`config.mk`:
```
export PLATFORM = sky130hd
export DESIGN_NAME = sprite_anim_renderer
export DESIGN_NICKNAME = d
export VERILOG_FILES = /design/src/rtl/sprite_anim_renderer.sv
export SDC_FILE = /design/constraint.sdc
export NUM_CORES = 1
export LEC_CHECK = 0
export CAP_MARGIN = 20
export CORE_ASPECT_RATIO = 0.5
export CORE_MARGIN = 2
export CORE_UTILIZATION = 44
export DETAILED_ROUTE_END_ITERATION = 10
export MAX_ROUTING_LAYER = met4
export PLACE_DENSITY = 0.78
export SYNTH_ARGS = -nofsm -noshare
export SYNTH_HDL_FRONTEND = slang
export SYNTH_SLANG_ARGS = --single-unit
```
`constraint.sdc`:
```
create_clock -name vga_clk -period 1.3 [get_ports vga_clk]
set_input_delay 0.39 -clock vga_clk [delete_from_list [all_inputs] [get_ports vga_clk]]
set_output_delay 0.39 -clock vga_clk [all_outputs]
set_load 0.02 [all_outputs]
```
`src/rtl/sprite_anim_renderer.sv`:
```
// Renders one scaled, mirrorable, multi-frame animated sprite. A 3-stage pipeline
// turns DrawX/DrawY into a ROM address and then into a palette index with a coverage flag.
module sprite_anim_renderer #(
    parameter int SPR_W       = 32,
    parameter int SPR_H       = 32,
    parameter int FRAMES      = 4,
    parameter int ADDR_W      = 12,
    parameter int INDEX_W     = 3,
    parameter int TRANSP_IDX  = 0,
    parameter int FRAME_TICKS = 8,
    localparam int FRAME_W    = (FRAMES > 1) ? $clog2(FRAMES) : 1
) (
    input  logic               vga_clk,
    input  logic               reset_n,
    input  logic [9:0]         DrawX,
    input  logic [9:0]         DrawY,
    input  logic               blank,
    input  logic               vs,
    input  logic [9:0]         SpriteX,
    input  logic [9:0]         SpriteY,
    input  logic [1:0]         scale_log2,
    input  logic               mirror,
    input  logic               anim_en,
    input  logic               anim_restart,
    output logic [ADDR_W-1:0]  rom_address,
    input  logic [INDEX_W-1:0] rom_q,
    output logic [INDEX_W-1:0] pix_index,
    output logic               pix_on,
    output logic [FRAME_W-1:0] cur_frame
);
    localparam int COL_W    = (SPR_W > 1) ? $clog2(SPR_W) : 1;
    localparam int ROW_W    = (SPR_H > 1) ? $clog2(SPR_H) : 1;
    localparam int TICK_W   = (FRAME_TICKS > 1) ? $clog2(FRAME_TICKS) : 1;
    localparam int FRAME_SZ = SPR_W * SPR_H;

    logic [ADDR_W-1:0]  rom_address_reg, rom_address_next;
    logic               inside1_reg, inside1_next;
    logic               inside2_reg;
    logic [INDEX_W-1:0] pix_index_reg, pix_index_next;
    logic               pix_on_reg, pix_on_next;
    logic [FRAME_W-1:0] frame_reg, frame_next;
    logic [TICK_W-1:0]  tick_cnt_reg, tick_cnt_next;
    logic               vs_prev_reg;
    logic               tick;

    logic [10:0]        dx, dy;
    logic [11:0]        span_w, span_h;
    logic [COL_W-1:0]   col_raw, col;
    logic [ROW_W-1:0]   row;

    // Bit 10 of the 11-bit difference is the borrow, i.e. DrawX < SpriteX.
    assign dx     = {1'b0, DrawX} - {1'b0, SpriteX};
    assign dy     = {1'b0, DrawY} - {1'b0, SpriteY};
    assign span_w = 12'(SPR_W) << scale_log2;
    assign span_h = 12'(SPR_H) << scale_log2;

    assign inside1_next = blank & ~dx[10] & ~dy[10]
                        & ({1'b0, dx} < span_w) & ({1'b0, dy} < span_h);

    assign col_raw = COL_W'(dx[9:0] >> scale_log2);
    assign row     = ROW_W'(dy[9:0] >> scale_log2);

    // SPR_W is a power of two, so SPR_W-1-col is just the bitwise complement.
    genvar gi;
    generate
        for (gi = 0; gi < COL_W; gi++) begin : g_mirror
            assign col[gi] = col_raw[gi] ^ mirror;
        end
    endgenerate

    assign rom_address_next = inside1_next
        ? ADDR_W'(frame_reg) * ADDR_W'(FRAME_SZ) + ADDR_W'(row) * ADDR_W'(SPR_W) + ADDR_W'(col)
        : '0;

    assign pix_on_next    = inside2_reg & (rom_q != INDEX_W'(TRANSP_IDX));
    assign pix_index_next = pix_on_next ? rom_q : '0;

    assign tick = vs_prev_reg & ~vs;

    always_comb begin
        tick_cnt_next = tick_cnt_reg;
        frame_next    = frame_reg;
        if (anim_restart) begin
            tick_cnt_next = '0;
            frame_next    = '0;
        end else if (anim_en && tick) begin
            if (tick_cnt_reg == TICK_W'(FRAME_TICKS - 1)) begin
                tick_cnt_next = '0;
                frame_next    = (frame_reg == FRAME_W'(FRAMES - 1)) ? '0 : frame_reg + FRAME_W'(1);
            end else begin
                tick_cnt_next = tick_cnt_reg + TICK_W'(1);
            end
        end
    end

    always_ff @(posedge vga_clk or negedge reset_n) begin
        if (!reset_n) begin
            rom_address_reg <= '0;
            inside1_reg     <= 1'b0;
            inside2_reg     <= 1'b0;
            pix_index_reg   <= '0;
            pix_on_reg      <= 1'b0;
        end else begin
            rom_address_reg <= rom_address_next;
            inside1_reg     <= inside1_next;
            inside2_reg     <= inside1_reg;
            pix_index_reg   <= pix_index_next;
            pix_on_reg      <= pix_on_next;
        end
    end

    always_ff @(posedge vga_clk or negedge reset_n) begin
        if (!reset_n) begin
            frame_reg    <= '0;
            tick_cnt_reg <= '0;
            vs_prev_reg  <= 1'b1;
        end else begin
            frame_reg    <= frame_next;
            tick_cnt_reg <= tick_cnt_next;
            vs_prev_reg  <= vs;
        end
    end

    assign rom_address = rom_address_reg;
    assign pix_index   = pix_index_reg;
    assign pix_on      = pix_on_reg;
    assign cur_frame   = frame_reg;

endmodule
```
==> run_1/metal_stack.png <==
Drawn at 4 px/um. Only two layers are drawn.
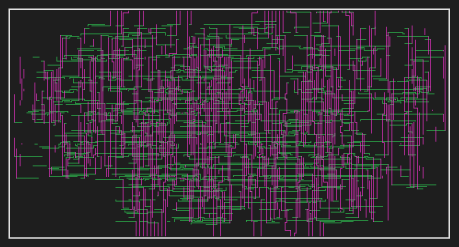
met2 -> magenta  # wire length 4100 um
met1 -> green  # wire length 3190 um

==> run_1/pins.png <==
Drawn at 6 px/um. Pins as bars across the die edge, other pins in gray.
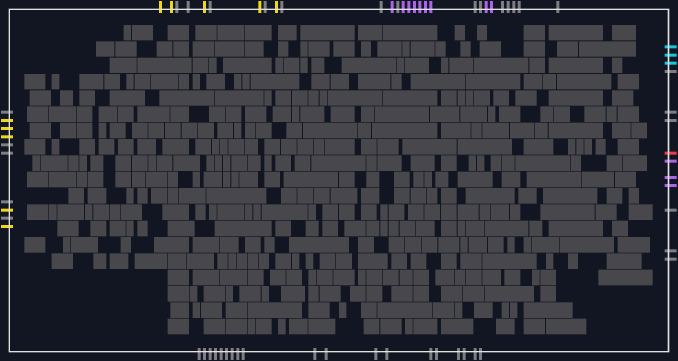
rom_address -> purple  # pins 12, direction output, edge 9 top, 3 right
SpriteY -> yellow  # pins 10, direction input, edge 5 top, 5 left
pix_index -> cyan  # pins 3, direction output, edge right
anim_restart -> red  # pins 1, direction input, edge right
all pins by edge = 28 top, 19 bottom, 13 right, 10 left

==> flow_metrics.env, run 1 <==
# implementation run metrics
export IMPL_ratio_of_cells_with_drive_above_1_in_the_final_layout=0.4131
export IMPL_clock_sinks=24
export IMPL_violations="negative setup slack"
export IMPL_fp_dieW_um=109.6
export IMPL_maximum_fanout_along_the_worst_path=5
export IMPL_fp_utilization=0.4529
export IMPL_netlist_top_cells_count="nor2_1 (33), ha_1 (31), inv_1 (26)"
export IMPL_dr_first_iter_drc_count=83
export IMPL_postSynth_asyncResetShare=1.000
export IMPL_synth_warnings=0
export IMPL_number_of_buffers_added_by_the_clock_tree_synthesis_step=3
export IMPL_gp_congestion=0.9026
export IMPL_worst_ep_arrival_time_ns=3.40
export IMPL_die_height_um=56.82
export IMPL_mappedNetlistNets=364
export IMPL_total_power_consumption_mw=3.014
export IMPL_nNetsFinal=512
export IMPL_cts_tree="yes"
export IMPL_synth_edff_count=0
export IMPL_vias_cell=5.315
export IMPL_pre_cts_ws_ns=-2.553
export IMPL_status="complete, but fails checks"
export IMPL_timing_final_setup_violations=15
export IMPL_synth_cells=279
export IMPL_clock_skew_ns=0.0008053
export IMPL_clock_latency_late_pin_ns=0.26
export IMPL_timing_critical_path_required_ns=1.44
export IMPL_netlist_area_mm2=0.002455
export IMPL_grt_max_degree=15
export IMPL_maxCapViolations=0
export IMPL_drt_wl_total_mm=7.748
export IMPL_timing_worst_setup_path_type="primary input to register"
export IMPL_synth_top_flop_cell="dfrtp_1"
export IMPL_synth_area_top_cells="dfrtp_1 (23%), ha_1 (16%), nor2_1 (5.0%)"
export IMPL_remaining_antenna_violation_count=0
export IMPL_placed_cells_incl_taps=482
export IMPL_type_of_the_worst_min_delay_path="primary input to asynchronous set/reset pin"
export IMPL_max_slew_margin_rel=0.6072
export IMPL_die_area_mm2=0.006229
export IMPL_cts_reportedPaths_clkPinSlew_ns=0.08
export IMPL_synthDominantAreaCellType="dfrtp_1"
export IMPL_openroad_warnings=29
export IMPL_final_period_utilization=2.506
export IMPL_vias=2652
export IMPL_final_fill_count=350
export IMPL_syn2layout_area_growth_pct=68.50
export IMPL_layout_setup_ws_ns=-1.957
export IMPL_routedWlPerCell_um=15.53
export IMPL_post_route_min_period_ns=3.257
export IMPL_end_kind="register"
export IMPL_grt_setup_unrepaired="true"
export IMPL_timing_reg2reg_worst_path_depth=5
export IMPL_hpwl_mm=5.409
export IMPL_synth_stat_cells=279
export IMPL_most_common_cell="nor2_1"
export IMPL_hold_ws_ns=0.3467
export IMPL_yosysUniqueCellTypes=64
export IMPL_area_figure_in_the_yosys_stat_output_mm2=0.002455
export IMPL_worstSetupStartpointType="primary input"
export IMPL_place_port_buffers=69
export IMPL_first_global_vias=2634
export IMPL_remaining_drc_errors=0
export IMPL_postSynthAreaPerCell_um2=8.799
export IMPL_final_seq_area_um2=601.8
export IMPL_root_buffer="clkbuf_8"
export IMPL_powerDensity_mw_per_mm2=728.6
export IMPL_postSynthRegisterBits=24
export IMPL_power_leakage_nw=1.981
export IMPL_fmaxAchievable_mhz=307.0
export IMPL_synth_top_area_share=0.2345
export IMPL_synth_seq_area_share=0.2452
export IMPL_largest_reg_flops=12
export IMPL_ir_worst_vdd_uv=764.3
export IMPL_worst_slew_pin_slew_ns=0.5813
export IMPL_final_hold_violation_count=0
export IMPL_dr_pass1_iters=4
export IMPL_row_count=19
export IMPL_antennaDiodeCount=0
export IMPL_overflow=0
export IMPL_grt_antenna_before_repair=0
export IMPL_grt_util_all_layers=0.2306
export IMPL_timing_final_max_slew_violations=0
export IMPL_layout_area_comb_mm2=0.001981
export IMPL_ctsHtreeMaxLevel=1
export IMPL_clock_tree_buffer_depth=2
export IMPL_grt_first_pass_wirelength_mm=11.31
export IMPL_ios=70
==> run_1/final_placement.png <==
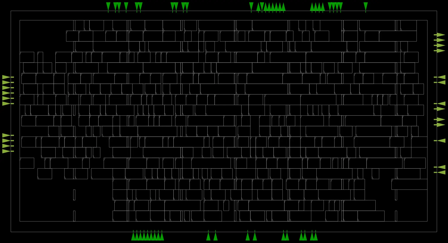
post-layout instance count excluding filler cells: 499
final core utilization: 0.7632
area of the core: 0.005420 mm^2
Seq/total area: 0.1455

[run 1: placed cells by master (no fill, tap or decap), drive strengths merged, types with 6 or more instances in the layout]
cell type and n:
a211oi 8, nor2 35, ha 31, a21o 6
clkdlybuf4s15 8, nor3 9, dfrtp 23, buf 94
clkdlybuf4s50 41, dlygate4sd2 6, nand2 16, a21oi 19
inv 27, xnor2 8, o21ai 11
[run 1: area by class of cell]
class,count,share of cell area
tap,73,0.02208
sequential,24,0.1455
inverter,28,0.02843
timing repair buffer,152,0.3079
clock inverter,1,0.007260
clock buffer,3,0.009982
multi-input combinational,218,0.4788
[run 1: timing repair]
item	CTS	global route
hold buffers	0	0
setup endpoints to repair	33	25
setup buffers	12	2
gates resized	103	41
pin swaps	31	12
[run 1: power by group]
group          switching (mW)  internal (mW)  total [mW]
sequential            0.00341          0.754       0.758
clock                   0.219          0.411       0.630
combinational           0.761          0.865        1.63
[run 1: per-stage QoR]
stage | area [um^2] | TNS (ns)
after floorplan | 2492 | -22.00
after global placement | 3721 | -33.09
after detailed placement | 3721 | -34.01
after CTS | 4008 | -24.07
after global routing | 4136 | -25.41
final | 4136 | -23.90
[run 1: final timing paths]
kind	slack, ns	start	end
setup / recovery	-1.96	DrawX[0]	rom_address[8]
hold / removal	0.35	reset_n	pix_index[2]
setup reg to reg	-0.06	tick_cnt_reg[1]	cur_frame[1]
hold reg to reg	0.37	inside1_reg	inside2_reg
max in group asynchronous	0.50	reset_n	vs_prev_reg
min in group vga_clk	0.37	inside1_reg	inside2_reg
[run 1: logic make-up (layout without fill, tap and decap cells)]
| kind of cell | count (synthesis) | count (layout) | synth area share |
|---|---|---|---|
| AND/OR/NAND/NOR | 93 | 93 | 0.2013 |
| AND-OR/OR-AND | 69 | 69 | 0.1962 |
| buffers and inverters | 37 | 184 | 0.07492 |
| adder cells (fa/ha/maj) | 33 | 33 | 0.1743 |
| flip-flops | 24 | 24 | 0.2452 |
| XOR/XNOR | 13 | 13 | 0.04638 |
| multiplexers | 10 | 10 | 0.06167 |
[run 1: per-layer routing]
metal	GRT usage	routed length, um	vias to the layer above
li1	-	-	1287
met2	0.4268	4099	84
met5	-	0	-
met3	0.02091	291	22
met1	0.2757	3188	1259
met4	0.04159	168	0
[run 1: worst max-delay path, cell delays in order]
cell	delay, ns
buf_8	0.11
inv_12	0.04
ha_4	0.12
inv_2	0.03
fa_2	0.37
a211oi_4	0.30
nor2_2	0.06
o21a_1	0.19
o211ai_1	0.19
nand2_1	0.11
xor2_1	0.16
ha_2	0.18
nor2_1	0.08
nand2_1	0.08
a2111oi_4	0.38
o221ai_4	0.23
a311oi_1	0.37
==> inputs of run 2 (changes only) <==
--- a/config.mk
+++ b/config.mk
@@ -6,9 +6,11 @@
 export NUM_CORES = 1
 export LEC_CHECK = 0
 export CAP_MARGIN = 20
+export CELL_PAD_IN_SITES_DETAIL_PLACEMENT = 2
+export CELL_PAD_IN_SITES_GLOBAL_PLACEMENT = 2
 export CORE_ASPECT_RATIO = 0.5
 export CORE_MARGIN = 2
-export CORE_UTILIZATION = 44
+export CORE_UTILIZATION = 26
 export DETAILED_ROUTE_END_ITERATION = 10
 export MAX_ROUTING_LAYER = met4
 export PLACE_DENSITY = 0.78
==> run 2 against run 1 <==
Net effect:
- the flow still finishes with violations (negative setup slack)
- critical path type unchanged
- clock-buffer cell count stayed put
- combinational power is 15% higher
- critical endpoint is now rom_address[10]
- die area is 65% higher
- design area is 4.2% higher
==> flow_metrics.env, run 2 <==
# implementation run metrics
export IMPL_status="complete, but fails checks"
export IMPL_violations="negative setup slack"
export IMPL_synth_cells=279
export IMPL_critical_path_max_stage_delay_ns=0.39
export IMPL_remaining_drc_errors=0
export IMPL_final_hold_violation_count=0
export IMPL_area_figure_in_the_yosys_stat_output_mm2=0.002455
export IMPL_first_global_vias=3350
export IMPL_antennaDiodeCount=0
export IMPL_yosysUniqueCellTypes=64
export IMPL_synth_area_top_cells="dfrtp_1 (23%), ha_1 (16%), nor2_1 (5.0%)"
export IMPL_nNetsFinal=517
export IMPL_placed_cells_incl_taps=531
export IMPL_timing_final_setup_violations=15
export IMPL_mappedNetlistNets=364
export IMPL_ios=70
export IMPL_fp_utilization=0.2743
export IMPL_grt_setup_unrepaired="true"
export IMPL_crit_buf_inv=5
export IMPL_worst_slew_pin_slew_ns=0.6529
export IMPL_pre_cts_ws_ns=-2.741
export IMPL_largest_reg_flops=12
export IMPL_lay_top_count="buf_4"
export IMPL_synth_stat_cells=279
export IMPL_overflow=0
export IMPL_fmaxAchievable_mhz=293.6
export IMPL_max_slew_margin_rel=0.5588
export IMPL_netlist_area_mm2=0.002455
export IMPL_grt_util_all_layers=0.2631
export IMPL_synth_seq_area_share=0.2452
export IMPL_ir_worst_vdd_uv=542.0
export IMPL_number_of_buffers_added_by_the_clock_tree_synthesis_step=3
export IMPL_grt_first_pass_wirelength_mm=19.91
export IMPL_timing_critical_path_mode_cell="nor2_2"
export IMPL_routedWlPerCell_um=23.99
export IMPL_clock_latency_late_pin_ns=0.26
export IMPL_gp_congestion=0.7822
export IMPL_syn2layout_area_growth_pct=75.59
export IMPL_powerDensity_mw_per_mm2=821.6
export IMPL_cell_chain_critical_path="buf_8 > inv_12 > ha_4 > inv_2 > fa_2 > a211oi_4 > nor2_2 > o21a_1 > o211ai_1 > nand2_1 > xor2_2 > ha_2 > nor2_2 > nand2_2 > a2111oi_4 > o221ai_4 > buf_12 > buf_6 > nor2_1"
export IMPL_end_kind="register"
export IMPL_hold_path_end="vs_prev_reg"
export IMPL_total_power_consumption_mw=3.541
export IMPL_die_height_um=72.71
export IMPL_cts_tree="yes"
export IMPL_postCtsHoldBufs=0
export IMPL_most_common_cell="nor2_1"
export IMPL_postSynthRegisterBits=24
export IMPL_row_count=24
export IMPL_reg2reg_to="cur_frame[1]"
export IMPL_die_area_mm2=0.01028
export IMPL_ratio_of_cells_with_drive_above_1_in_the_final_layout=0.4385
export IMPL_dr_pass1_iters=4
export IMPL_clock_tree_buffer_depth=2
export IMPL_grt_max_degree=15
export IMPL_timing_final_max_slew_violations=0
export IMPL_synthDominantAreaCellType="dfrtp_1"
export IMPL_postSynthAreaPerCell_um2=8.799
export IMPL_clock_sinks=24
export IMPL_grt_antenna_before_repair=0
export IMPL_clock_skew_ns=0.004491
export IMPL_timing_worst_setup_path_type="primary input to register"
export IMPL_post_route_min_period_ns=3.406
export IMPL_timing_reg2reg_worst_path_depth=5
export IMPL_vias_cell=5.281
export IMPL_setup_total_negative_slack_ns=-27.05
export IMPL_worst_ep_arrival_time_ns=3.59
export IMPL_power_leakage_nw=2.060
export IMPL_worstSetupStartpointType="primary input"
export IMPL_remaining_antenna_violation_count=0
export IMPL_synth_top_flop_cell="dfrtp_1"
export IMPL_worst_path_max_delay_cell="a2111oi_4"
export IMPL_fp_dieW_um=141.4
export IMPL_final_period_utilization=2.620
export IMPL_ctsHtreeMaxLevel=1
export IMPL_synth_warnings=0
export IMPL_hpwl_mm=7.959
export IMPL_vias=2894
export IMPL_top_logic_cells_by_instance_count_in_the_layout="buf_4 (83), clkdlybuf4s50_1 (35), nor2_1 (27), dfrtp_1 (23), ha_1 (20)"
export IMPL_postSynth_asyncResetShare=1.000
export IMPL_type_of_the_worst_min_delay_path="primary input to register"
export IMPL_netlist_top_cells_count="nor2_1 (33), ha_1 (31), inv_1 (26)"
export IMPL_maximum_fanout_along_the_worst_path=5
export IMPL_hold_ws_ns=0.2940
export IMPL_hold_path_startpoint="vs"
export IMPL_reg2reg_slack_ns=-0.14
export IMPL_synth_edff_count=0
export IMPL_place_port_buffers=69
export IMPL_core_area_mm2=0.008949
export IMPL_reg2reg_from="tick_cnt_reg[1]"
export IMPL_timing_critical_path_required_ns=1.49
export IMPL_synth_top_area_share=0.2345
export IMPL_layout_setup_ws_ns=-2.106
export IMPL_drt_wl_total_mm=13.14
export IMPL_dr_first_iter_drc_count=110
export IMPL_cpLargestDelayFamily="AND-OR/OR-AND gates"
export IMPL_worst_hold_stages=1
export IMPL_openroad_warnings=29
export IMPL_root_buffer="clkbuf_16"
export IMPL_cts_reportedPaths_clkPinSlew_ns=0.07
export IMPL_maxCapViolations=0
export IMPL_layoutNonFillerInstCount=548
-- run 2: cell counts after synthesis --
Identical to the previous run, type by type.
-- run 2: per-stage QoR --
| step | utilization | cell area (um^2) |
|---|---|---|
| 6_report | 0.4817 | 4310 |
| 5_1_grt | 0.4817 | 4310 |
| 4_1_cts | 0.4744 | 4245 |
| 3_5_place_dp | 0.4262 | 3814 |
| 3_3_place_gp | 0.4262 | 3814 |
| 2_1_floorplan | - | 2492 |
-- run 2: final cells by class --
cell class / count / area (um^2)
Multi-Input combinational cell: 218 / 2027
Tap cell: 117 / 146.4
Fill cell: 948 / 4638
Clock buffer: 3 / 75.07
Inverter: 28 / 117.6
Timing Repair Buffer: 157 / 1313
Sequential cell: 24 / 601.8
Clock inverter: 1 / 30.03
-- run 2: worst max path at each step --
stage          startpoint         endpoint  depth (start not counted)
2_1_floorplan    DrawX[0]   rom_address[9]                         17
3_3_place_gp     DrawX[0]   rom_address[9]                         17
3_5_place_dp     DrawX[0]   rom_address[4]                         17
4_1_cts          DrawX[0]   rom_address[6]                         18
5_1_grt        SpriteY[4]  rom_address[10]                         15
6_report         DrawX[0]  rom_address[10]                         19
-- run 2: layer usage --
metal | share of wire | wire length, um | vias to the layer above | GRT usage
met5 | 0 | 0 | - | -
met3 | 0.030 | 392 | 30 | 0.02362
li1 | - | - | 1298 | -
met2 | 0.54 | 7115 | 94 | 0.5200
met1 | 0.40 | 5314 | 1472 | 0.2910
met4 | 0.024 | 320 | 0 | 0.06222
-- run 2: what timing repair did --
item / 4_1_cts / 5_1_grt
pin swaps: 37 / 18
setup endpoints to repair: 33 / 29
buffers inserted: 8 / 5
resized: 135 / 30
-- run 2: cell families after synthesis --
| kind of cell | share of synthesized area |
|---|---|
| AOI/OAI and AO/OA | 0.1962 |
| xor gates and xnor gates | 0.04638 |
| adders and majority gates | 0.1743 |
| buffers and inverters | 0.07492 |
| DFF | 0.2452 |
| muxes | 0.06167 |
| and+or+nand+nor | 0.2013 |
-- run 2: report_power, final --
part / internal [mW] / total [mW] / switching (mW)
combinational: 0.916 / 1.88 / 0.964
clock: 0.612 / 0.901 / 0.289
sequential: 0.755 / 0.760 / 0.00495
total: 2.28 / 3.54 / 1.26
==> run_2/pins.png <==
Drawn at 4 px/um. Pins as bars across the die edge, other pins in gray.
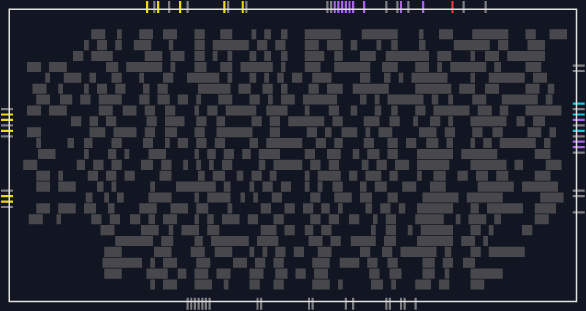
rom_address -> purple  # pins 12, direction output, edge 9 top, 3 right
pix_index -> cyan  # pins 3, direction output, edge right
SpriteY -> yellow  # pins 10, direction input, edge 5 top, 5 left
anim_restart -> red  # pins 1, direction input, edge top
all pins by edge = 27 top, 18 bottom, 15 right, 10 left

==> run_2/zoom.png <==
Region (51, 16) to (91, 56) um. Cells in gray, sequential cells in the stronger gray; small squares are vias.
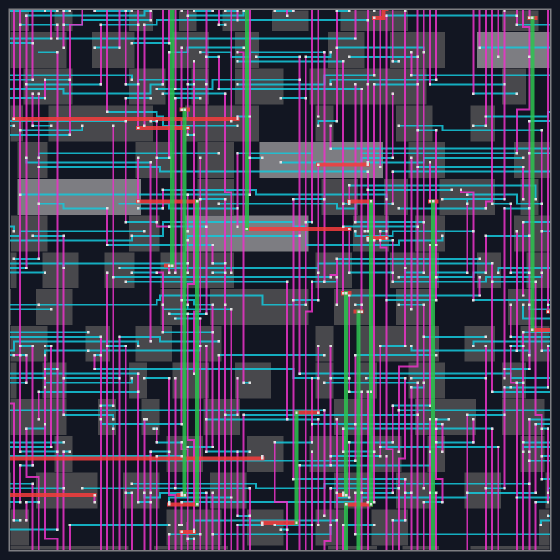
met4 -> green
met2 -> magenta
met1 -> cyan
met3 -> red
sequential cells in the window = 4
netlist names of flops here include = rom_address (4)
cells with their middle in the window = 97
most frequent = buf_4 (28), nor2_1 (6), nand2_1 (6)

==> run_2/metal_stack.png <==
Drawn at 3 px/um. Only two layers are drawn.
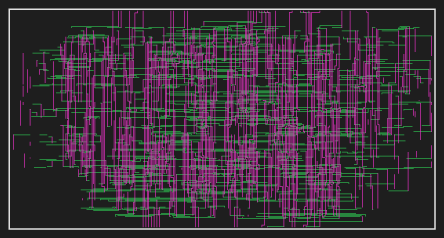
met1 -> green  # wire length 5310 um
met2 -> magenta  # wire length 7120 um

==> inputs of run 3 (changes only) <==
--- a/config.mk
+++ b/config.mk
@@ -5,7 +5,7 @@
 export SDC_FILE = /design/constraint.sdc
 export NUM_CORES = 1
 export LEC_CHECK = 0
-export CAP_MARGIN = 20
+export CAP_MARGIN = 15
 export CELL_PAD_IN_SITES_DETAIL_PLACEMENT = 2
 export CELL_PAD_IN_SITES_GLOBAL_PLACEMENT = 2
 export CORE_ASPECT_RATIO = 0.5
==> run 3 against run 2 <==
Net effect:
- the flow still finishes with violations (negative setup slack)
- combinational power barely moved
- via count is the same
- clock-buffer cell count unchanged
- synthesized cell count is the same
- design area unchanged
- global-route usage is the same
- total power did not move
- core utilization is the same
- critical path depth did not move
- critical path type unchanged
- largest cell class unchanged
==> flow_metrics.env, run 3 <==
# implementation run metrics
export IMPL_status="complete, but fails checks"
export IMPL_violations="negative setup slack"
export IMPL_overflow=0
export IMPL_die_height_um=72.71
export IMPL_cts_tree="yes"
export IMPL_synth_compound_area_share=0.1962
export IMPL_post_synth_mux_area_share=0.06167
export IMPL_total_non_filler_cell_area_in_the_finished_layout_mm2=0.004310
export IMPL_dr_pass1_iters=4
export IMPL_yosysUniqueCellTypes=64
export IMPL_max_slew_margin_rel=0.5588
export IMPL_drt_wl_total_mm=13.14
export IMPL_ratio_of_cells_with_drive_above_1_in_the_final_layout=0.4385
export IMPL_layoutNonFillerInstCount=548
export IMPL_synth_top_flop_cell="dfrtp_1"
export IMPL_postSynth_asyncResetShare=1.000
export IMPL_largest_reg_flops=12
export IMPL_timing_final_setup_violations=15
export IMPL_vias=2894
export IMPL_powerDensity_mw_per_mm2=821.6
export IMPL_cts_reportedPaths_clkPinSlew_ns=0.07
export IMPL_antennaDiodeCount=0
export IMPL_maximum_fanout_along_the_worst_path=5
export IMPL_timing_final_max_slew_violations=0
export IMPL_ys_sh_simple=0.2013
export IMPL_pre_cts_ws_ns=-2.741
export IMPL_yosys_area_share_adder=0.1743
export IMPL_grt_setup_unrepaired="true"
export IMPL_gp_congestion=0.7822
export IMPL_synth_seq_area_share=0.2452
export IMPL_clock_sinks=24
export IMPL_ir_worst_vdd_uv=542.0
export IMPL_syn2layout_area_growth_pct=75.59
export IMPL_fp_dieW_um=141.4
export IMPL_synth_stat_cells=279
export IMPL_netSwitchingFraction=0.3551
export IMPL_fp_utilization=0.2743
export IMPL_postSynthRegisterBits=24
export IMPL_fin_util=0.4817
export IMPL_clock_skew_ns=0.004491
export IMPL_grt_antenna_before_repair=0
export IMPL_sequential_share_of_power=0.215
export IMPL_synth_cells=279
export IMPL_root_buffer="clkbuf_16"
export IMPL_area_figure_in_the_yosys_stat_output_mm2=0.002455
export IMPL_number_of_buffers_added_by_the_clock_tree_synthesis_step=3
export IMPL_worst_slew_pin_slew_ns=0.6529
export IMPL_place_area_mm2=0.003814
export IMPL_place_port_buffers=69
export IMPL_postSynthAreaPerCell_um2=8.799
export IMPL_remaining_drc_errors=0
export IMPL_maxCapViolations=0
export IMPL_synthXorXnorAreaFrac=0.04638
export IMPL_fmaxAchievable_mhz=293.6
export IMPL_clkPwrFrac=0.255
export IMPL_final_hold_violation_count=0
export IMPL_remaining_antenna_violation_count=0
export IMPL_post_route_min_period_ns=3.406
export IMPL_dr_first_iter_drc_count=110
export IMPL_timing_worst_setup_path_type="primary input to register"
export IMPL_grt_first_pass_wirelength_mm=19.91
export IMPL_power_leakage_nw=2.060
export IMPL_ios=70
export IMPL_die_area_mm2=0.01028
export IMPL_synth_warnings=0
export IMPL_vias_cell=5.281
export IMPL_top_logic_cells_by_instance_count_in_the_layout="buf_4 (83), clkdlybuf4s50_1 (35), nor2_1 (27), dfrtp_1 (23), ha_1 (20)"
export IMPL_netlist_top_cells_count="nor2_1 (33), ha_1 (31), inv_1 (26)"
export IMPL_lay_top_count="buf_4"
export IMPL_synth_area_top_cells="dfrtp_1 (23%), ha_1 (16%), nor2_1 (5.0%)"
export IMPL_openroad_warnings=29
export IMPL_ctsHtreeMaxLevel=1
export IMPL_layout_area_comb_mm2=0.002027
export IMPL_power_switching_mw=1.258
export IMPL_mappedNetlistNets=364
export IMPL_hpwl_mm=7.959
export IMPL_grt_util_all_layers=0.2631
export IMPL_clock_tree_buffer_depth=2
export IMPL_internal_power_mw=2.284
export IMPL_final_period_utilization=2.620
export IMPL_core_area_mm2=0.008949
export IMPL_routedWlPerCell_um=23.99
export IMPL_worst_ep_arrival_time_ns=3.59
export IMPL_timing_critical_path_required_ns=1.49
export IMPL_worstSetupStartpointType="primary input"
export IMPL_synth_top_area_share=0.2345
export IMPL_layout_setup_ws_ns=-2.106
export IMPL_final_seq_area_um2=601.8
export IMPL_grt_max_degree=15
export IMPL_type_of_the_worst_min_delay_path="primary input to register"
export IMPL_synthDominantAreaCellType="dfrtp_1"
export IMPL_most_common_cell="nor2_1"
export IMPL_clock_latency_late_pin_ns=0.26
export IMPL_top_logic_kind="simple AND/OR/NAND/NOR gates"
export IMPL_end_kind="register"
export IMPL_nNetsFinal=517
export IMPL_power_frac_comb=0.531
export IMPL_netlist_area_mm2=0.002455
export IMPL_placed_cells_incl_taps=531
export IMPL_first_global_vias=3350
export IMPL_final_fill_count=948
export IMPL_synth_edff_count=0
==> run 3: critical path, cell delays in order <==
cell and delay [ns]:
buf_8 0.11, inv_12 0.04, ha_4 0.12, inv_2 0.03
fa_2 0.37, a211oi_4 0.31, nor2_2 0.09, o21a_1 0.19
o211ai_1 0.20, nand2_1 0.13, xor2_2 0.17, ha_2 0.19
nor2_2 0.12, nand2_2 0.08, a2111oi_4 0.39, o221ai_4 0.21
buf_12 0.20, buf_6 0.13, nor2_1 0.11
==> run 3: metrics by stage <==
| stage | hold WS (ns) | total power [mW] | TNS [ns] |
|---|---|---|---|
| floorplan | 0.09441 | 1.507 | -22.00 |
| global placement | 0.3323 | 2.087 | -33.75 |
| detailed placement | 0.3396 | 2.204 | -35.72 |
| CTS | 0.3247 | 3.338 | -24.96 |
| global route | 0.2940 | 3.700 | -28.84 |
| finish | 0.2940 | 3.541 | -27.05 |
==> run 3: power by group through the flow <==
stage | clock network [mW] | logic, mW | registers, mW
detailed placement | 0 | 1.43 | 0.773
CTS | 0.896 | 1.68 | 0.760
floorplan | 0 | 0.731 | 0.776
global route | 0.944 | 2.00 | 0.760
finish | 0.901 | 1.88 | 0.760
global placement | 0 | 1.32 | 0.772
==> run 3: what timing repair did <==
item                                    4_1_cts  5_1_grt
pin swaps                                    37       18
endpoints found under the setup margin       33       29
cloned                                        0        0
resized                                     135       30
buffers inserted                              8        5
hold buffers                                  0        0
==> run 3: path summary, 6_finish.rpt <==
kind | start | to | slack, ns | cells past startpoint
max in group asynchronous | reset_n | tick_cnt_reg[1] | 0.54 | 2
hold reg to reg | inside1_reg | inside2_reg | 0.35 | 0
min in group asynchronous | reset_n | tick_cnt_reg[0] | 0.33 | 1
setup / recovery | DrawX[0] | rom_address[10] | -2.11 | 19
hold / removal | vs | vs_prev_reg | 0.29 | 1
setup reg to reg | tick_cnt_reg[1] | cur_frame[1] | -0.14 | 5
==> run 3: area by class of cell <==
| cell class | count | share of cell area |
|---|---|---|
| Inverter | 28 | 0.02729 |
| Tap cell | 117 | 0.03396 |
| Multi-Input combinational cell | 218 | 0.4702 |
| Clock buffer | 3 | 0.01742 |
| Clock inverter | 1 | 0.006967 |
| Sequential cell | 24 | 0.1396 |
| Timing Repair Buffer | 157 | 0.3045 |
==> run 3: logic make-up (layout without fill, tap and decap cells) <==
logic type | after synthesis | after routing
multiplexers | 10 | 10
flip-flops | 24 | 24
AND-OR/OR-AND | 69 | 69
AND/OR/NAND/NOR | 93 | 93
buffers and inverters | 37 | 189
adder cells (fa/ha/maj) | 33 | 33
XOR/XNOR | 13 | 13
==> run 3: metal layers <==
metal,track usage,vias to the layer above,part of all wire
met1,0.2910,1472,0.40
met4,0.06222,0,0.024
met3,0.02362,30,0.030
met2,0.5200,94,0.54
li1,-,1298,-
met5,-,-,0
==> run_3/metal_stack.png <==
Drawn at 3 px/um. Only two layers are drawn.
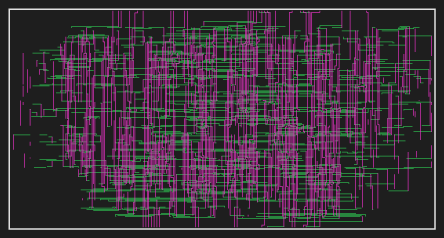
met1 -> green  # wire length 5310 um
met2 -> magenta  # wire length 7120 um

==> run_3/met2.png <==
Drawn at 3 px/um. Cells faint in the background.
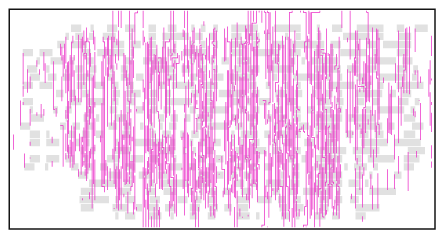
nets with wire on the layer = 495
main direction = vertical
longest straight run = 43.5 um
wire length on this layer = 7120 um
share of all routed wire = 54%

==> run_3/final_placement.png <==
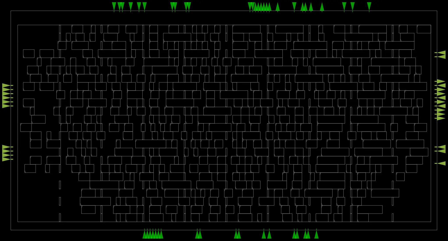
standard-cell row count: 24
tap cell count: 117
Seq/total area: 0.1396

No activity file was given, so power comes from the tool's default toggle rates.
